File: src/rtl/router_pkg.sv
// router_pkg: shared FSM state type, header field positions and defaults
// for the router packet reader.
package router_pkg;
    typedef enum logic [1:0] {IDLE, PAYLOAD, PARITY} state_e;
    localparam int HDR_LEN_MSB  = 7;
    localparam int HDR_LEN_LSB  = 2;
    localparam int HDR_ADDR_MSB = 1;
    localparam int HDR_ADDR_LSB = 0;
    localparam int LEN_W        = HDR_LEN_MSB - HDR_LEN_LSB + 1;
    localparam int FIFO_W       = 9;
    localparam int DEF_TIMEOUT  = 30;
endpackage

File: src/rtl/router_skid_buf.sv
// router_skid_buf: 2-entry valid/ready buffer with a synchronous flush;
// the head entry is held stable while out_rdy is low.
module router_skid_buf #(
    parameter int W = 10
) (
    input  logic         clk,
    input  logic         reset,
    input  logic         flush,
    input  logic         in_vld,
    input  logic [W-1:0] in_data,
    input  logic         out_rdy,
    output logic         out_vld,
    output logic [W-1:0] out_data,
    output logic [1:0]   count
);
    logic [W-1:0] e0_q, e0_d, e1_q, e1_d;
    logic [1:0]   cnt_q, cnt_d, cnt_p;
    logic         pop;
    always_ff @(posedge clk or posedge reset) begin
        if (reset) begin
            e0_q  <= '0;
            e1_q  <= '0;
            cnt_q <= '0;
        end else begin
            e0_q  <= e0_d;
            e1_q  <= e1_d;
            cnt_q <= cnt_d;
        end
    end
    always_comb begin
        pop   = (cnt_q != 2'd0) & out_rdy;
        cnt_p = cnt_q - {1'b0, pop};
        e0_d  = (in_vld && cnt_p == 2'd0) ? in_data : (pop ? e1_q : e0_q);
        e1_d  = (in_vld && cnt_p == 2'd1) ? in_data : e1_q;
        cnt_d = flush ? 2'd0 : cnt_p + {1'b0, in_vld};
    end
    assign out_vld  = cnt_q != 2'd0;
    assign out_data = e0_q;
    assign count    = cnt_q;
endmodule

File: src/rtl/router_pkt_reader.sv
// router_pkt_reader: drains one router FIFO, re-frames packets onto a valid/ready
// byte port, flags framing/parity errors and issues a stall soft_reset. ROUTER_PARITY_CHECK_EN enables parity checking.
module router_pkt_reader
    import router_pkg::*;
#(
    parameter int DATA_W  = 8,
    parameter int TIMEOUT = DEF_TIMEOUT,
    parameter int TMO_W   = 5
) (
    input  logic              clk,
    input  logic              reset,
    input  logic              fifo_empty,
    input  logic [FIFO_W-1:0] fifo_rdata,
    output logic              fifo_rd_en,
    output logic              soft_reset,
    input  logic              ready_in,
    output logic              vld_out,
    output logic [DATA_W-1:0] data_out,
    output logic              sop,
    output logic              eop,
    output logic              parity_err,
    output logic              frm_err
);
    state_e             state_q, state_d;
    logic [LEN_W-1:0]   len_q, len_d;
    logic [TMO_W-1:0]   tmo_q, tmo_d;
    logic               rdf_q, rdf_d, disc_q, disc_d;
    logic               flag, word, push, xfer;
    logic [DATA_W-1:0]  byte_in;
    logic [LEN_W-1:0]   hdr_len;
    logic [DATA_W+1:0]  push_data;
    logic [1:0]         occ;
    logic [2:0]         need;
`ifdef ROUTER_PARITY_CHECK_EN
    logic [DATA_W-1:0]  par_q, par_d;
`endif
    assign flag    = fifo_rdata[FIFO_W-1];
    assign byte_in = fifo_rdata[DATA_W-1:0];
    assign hdr_len = fifo_rdata[HDR_LEN_MSB:HDR_LEN_LSB];
    assign xfer    = vld_out & ready_in;
    // a word returning during soft_reset is dropped with the flush
    assign word       = rdf_q & ~soft_reset;
    assign soft_reset = tmo_q == TMO_W'(TIMEOUT - 1);
    // count the byte leaving this cycle as free so a full-rate stream never bubbles
    assign need       = {1'b0, occ} + {2'b00, rdf_q} - {2'b00, xfer};
    assign fifo_rd_en = ~reset & ~fifo_empty & ~soft_reset & (need < 3'd2);
    always_ff @(posedge clk or posedge reset) begin
        if (reset) begin
            state_q <= IDLE;
            len_q   <= '0;
            tmo_q   <= '0;
            rdf_q   <= 1'b0;
            disc_q  <= 1'b0;
`ifdef ROUTER_PARITY_CHECK_EN
            par_q   <= '0;
`endif
        end else begin
            state_q <= state_d;
            len_q   <= len_d;
            tmo_q   <= tmo_d;
            rdf_q   <= rdf_d;
            disc_q  <= disc_d;
`ifdef ROUTER_PARITY_CHECK_EN
            par_q   <= par_d;
`endif
        end
    end
    always_comb begin
        state_d = soft_reset ? IDLE :
                  !word ? state_q :
                  flag ? ((hdr_len == '0) ? PARITY : PAYLOAD) :
                  (state_q == PAYLOAD) ? ((len_q == LEN_W'(1)) ? PARITY : PAYLOAD) :
                  IDLE;
    end
    always_comb begin
        push      = word & (flag | (state_q != IDLE));
        push_data = {flag, (state_q == PARITY) & ~flag, byte_in};
        frm_err   = word & (flag ? (state_q != IDLE) : ((state_q == IDLE) & ~disc_q));
        len_d     = (word & flag) ? hdr_len :
                    (word & (state_q == PAYLOAD)) ? len_q - LEN_W'(1) : len_q;
        disc_d    = soft_reset ? 1'b0 : word ? ((state_q == IDLE) & ~flag) : disc_q;
        tmo_d     = (soft_reset | ~vld_out | ready_in) ? '0 : tmo_q + TMO_W'(1);
        rdf_d     = fifo_rd_en;
`ifdef ROUTER_PARITY_CHECK_EN
        par_d      = !word ? par_q : flag ? byte_in : par_q ^ byte_in;
        parity_err = word & (state_q == PARITY) & ~flag & (byte_in != par_q);
`else
        parity_err = 1'b0;
`endif
    end
    router_skid_buf #(.W(DATA_W + 2)) u_skid (
        .clk      (clk),
        .reset    (reset),
        .flush    (soft_reset),
        .in_vld   (push),
        .in_data  (push_data),
        .out_rdy  (ready_in),
        .out_vld  (vld_out),
        .out_data ({sop, eop, data_out}),
        .count    (occ)
    );
endmodule

File: config.mk
export PLATFORM = sky130hd
export DESIGN_NAME = router_pkt_reader
export DESIGN_NICKNAME = d
export VERILOG_FILES = /design/src/rtl/router_pkg.sv /design/src/rtl/router_skid_buf.sv /design/src/rtl/router_pkt_reader.sv
export SDC_FILE = /design/constraint.sdc
export NUM_CORES = 1
export LEC_CHECK = 0
export CAP_MARGIN = 20
export CORE_AREA = 2 2 66 68
export CTS_BUF_LIST = sky130_fd_sc_hd__clkbuf_16
export DETAILED_ROUTE_END_ITERATION = 12
export DIE_AREA = 0 0 68 70
export PLACE_DENSITY_LB_ADDON = 0.3
export SYNTH_ARGS = -nofsm -noshare
export SYNTH_HDL_FRONTEND = slang
export SYNTH_SLANG_ARGS = --single-unit
File: constraint.sdc
create_clock -name clk -period 3.47 [get_ports clk]
set_input_delay 1.041 -clock clk [delete_from_list [all_inputs] [get_ports clk]]
set_output_delay 1.041 -clock clk [all_outputs]
set_load 0.005 [all_outputs]
Figure 1. Track usage over the die.
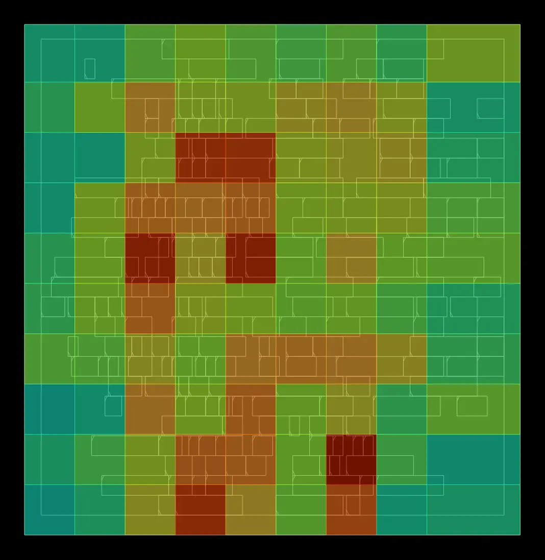
GR met2 Demand/Resource: 31.7%
routing usage on met3: 4.99%
wire length per cell: 15.7 um

Figure 2. Close-up of the layout.
Window x 38 to 63, y 40 to 65 um. Cells in gray, sequential cells in the stronger gray; small squares are vias.
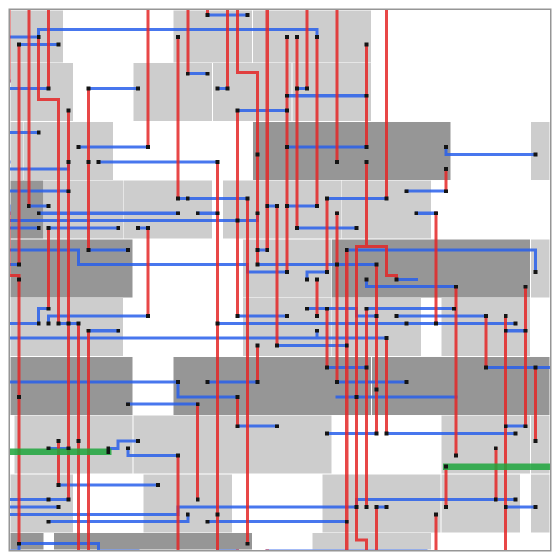
met1: in blue. met2: in red. met3: in green.
29 logic cells have their middle in the window. Netlist names of flops here include `u_skid.e1_q` (3), `u_skid.out_data` (3). Sequential cells in the window: 6. Most frequent: mux2_2 (10), clkdlybuf4s50_1 (7), dfrtp_1 (6).

Figure 3. The metal 1 layer.
(4 px per um)
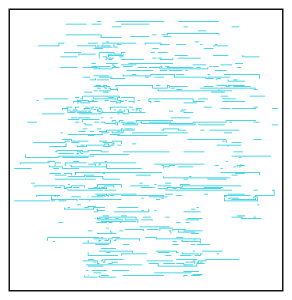
204 nets have wire on it. The wires run mostly horizontal. The layer carries 1,780 um of wire. The layer holds 43% of the routed length.
M1 GR Usage: 23.2%
final WL: 4130 um
via count: 1,470

Figure 4. Sequential cells grouped by signal name.
(6 px per um) Other sequential cells in the stronger gray, the rest of the logic in the fainter gray.
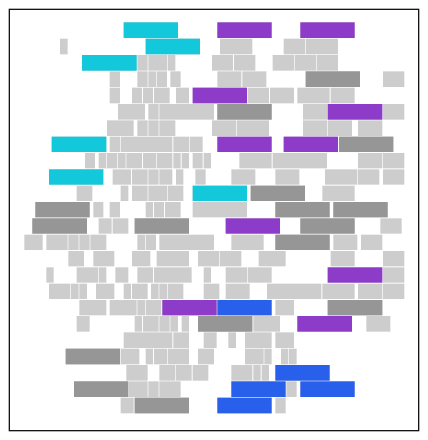
`tmo_q`: in blue, placed flops 5, where bottom middle. `len_q`: in cyan, placed flops 6. `u_skid.e1_q`: in purple, placed flops 10.
Another 16 sequential cells are not colored.

==> results.yml <==
# generated from flow reports
cells_and_area:
  comb_area_share_pct: 40.3
  stdcell_count: 263
  final_nets: 231
  sh_seq_area_pct: 37.2
  drive_gt1_share_pct: 25.6
  num-multi-input-gates: 122
  nFillCells: 317
  area_share_nonclk_buffers_pct: 13.1
  lay_top_cells: "dfrtp_1, clkdlybuf4s50_1, mux2_2, inv_1, nor2_1"
  buffers: 35
  fin_area_mm2: 0.00249
  n_clock_buffer: 5
  fin_util_pct: 60.1
  logic_area_mm2: 0.00100
  inv_count: 10
  nFlopsAndLatches: 37
  area_growth_pct: 24.0
  diodes: 0
  layout_top_cell: "dfrtp_1"
  area_dominant_class: "logic gates"
floorplanning:
  num_io_pins: 28
  taps: 52
  rows: 24
  core_mm2: 0.00414
  die_w_um: 68
  fp-utilization_pct: 48.5
  dieHeight_um: 70
synthesis:
  ys_cells: 177
  synth_area_mm2: 0.00201
  yosysWarnings: 0
  mux_share_pct: 18.8
  flop_cell: "dfrtp_1"
  synth.cellmix.simpleShare_pct: 16.7
  synthArstFlopShare_pct: 100
  synth_chip_area_mm2: 0.00201
  synth_cell_type_count: 45
  top_area_cell: "dfrtp_1"
  netlist.area_leader.share_pct: 46.1
  ys_seq_share_pct: 46.1
  netlist_logic_family_top: "multiplexers"
  xor_share_pct: 2.18
  avgSynthCellArea_um2: 11.4
  synth-adder-area-share_pct: 4.73
  top_cells_by_area: "dfrtp_1, mux2_2, mux2_4"
  ys_ff: 37
  syn_inst: 177
  enable_flop_cells: 0
final_timing:
  finalWorstSetupSlack_ns: -0.0399
  grt_setup_unrepaired: "true"
  skew_ns: 0.00493
  min_period_over_period_pct: 101
  max_freq_mhz: 285
  finalHoldViolCount: 0
  setup_tns_ns: -0.0399
  final_max_slew_viol_count: 0
  period_minus_slack_ns: 3.51
  setup_viol: 1
setup_path:
  r2r_start: "u_skid.count[1]"
  start_kind: "input port"
  required_ns: 2.43
  rrSetupSlack_ns: 1.47
  critPathLaunch: "ready_in"
  cp_num_cells: 9
  max_stage_delay_ns: 0.37
  slowest_stage: "fa_2"
  path_cells: "buf_8, nand3b_1, o21ai_2, nand2_1, fa_2, xor2_1, nor3_1, and3_1, buf_2"
  crit_arrival_ns: 2.47
  crit_fanout: 3
  crit_family: "simple AND/OR/NAND/NOR gates"
  endpoint: "fifo_rd_en"
  r2r_end: "u_skid.out_data[3]"
  end_kind: "output port"
  worstSetupPathType: "input port to output port"
  critPathBufInv: 2
hold_path:
  min_path_type: "flop to flop"
  hold-path-endpoint: "len_q[4]"
  hold_start: "len_q[4]"
  min_delay_path_depth: 1
grt:
  antenna_found_initial: 0
  top_usage_layer: "met2"
  grt_pass1_wl_um: 6950
  grt-ovfl-total: 0
  grtUsageTotal_pct: 19.2
  grt_pass1_vias: 1586
  grt_max_degree: 38
clock_tree:
  clock-sinks: 37
  ctsLongestPathBuffers: 2
  post-cts-setup-buffer-count: 1
  post_cts_resized: 9
  clkTransAtPathRegs_ns: 0.05
  cts-root-buf: "clkbuf_16"
  cts_buffers: 5
  cts_tree: "yes"
  cts_hold_buffers: 0
drt:
  viasPerCell: 5.59
  highest_layer: "met4"
  firstDrtPassIters: 5
  drt_iter0_markers: 99
  drcViolationCount: 0
  ant_nets: 0
  wl_met2_um: 2100
  m1WireLength_um: 1780
placed_design:
  placed_cells: 254
  portBuffers: 26
  dpl_cell_area_mm2: 0.00234
  dp_hpwl_um: 2960
  pre_cts_ws_ns: -0.849
  finalWeightedCongestion: 0.755
pwr:
  finalPower_mw: 2.04
  irDropWorstVdd_mv: 0.355
  power_density_mw_per_mm2: 820
  p_leak_nw: 1.18
status:
  failed_checks: "setup timing"
  status: "finished, violations left"
flow_run:
  tool_warnings: 31
[synthesized netlist by cell type (2+ instances only)]
cell type and count:
nand2_2 2, mux2_2 18, nand2_1 7, buf_2 3, clkbuf_1 3, or4_1 2
dfrtp_1 37, mux2i_1 4, xnor2_1 2, nor2_1 11, nand3b_1 7, xor2_1 3
a22oi_1 2, nor3_1 6, a21oi_1 8, inv_1 10, o21ai_0 8, ha_1 6
nand3_1 4, mux2_4 9
[report_power, final]
part           internal (mW)  leakage (nW)  total (mW)  switching (mW)
Combinational          0.513         0.638       0.846           0.333
Sequential             0.622         0.471       0.783           0.161
Clock                  0.256        0.0685       0.413           0.156
Total                   1.39          1.18        2.04           0.651
No activity file was given, so power comes from the tool's default toggle rates.
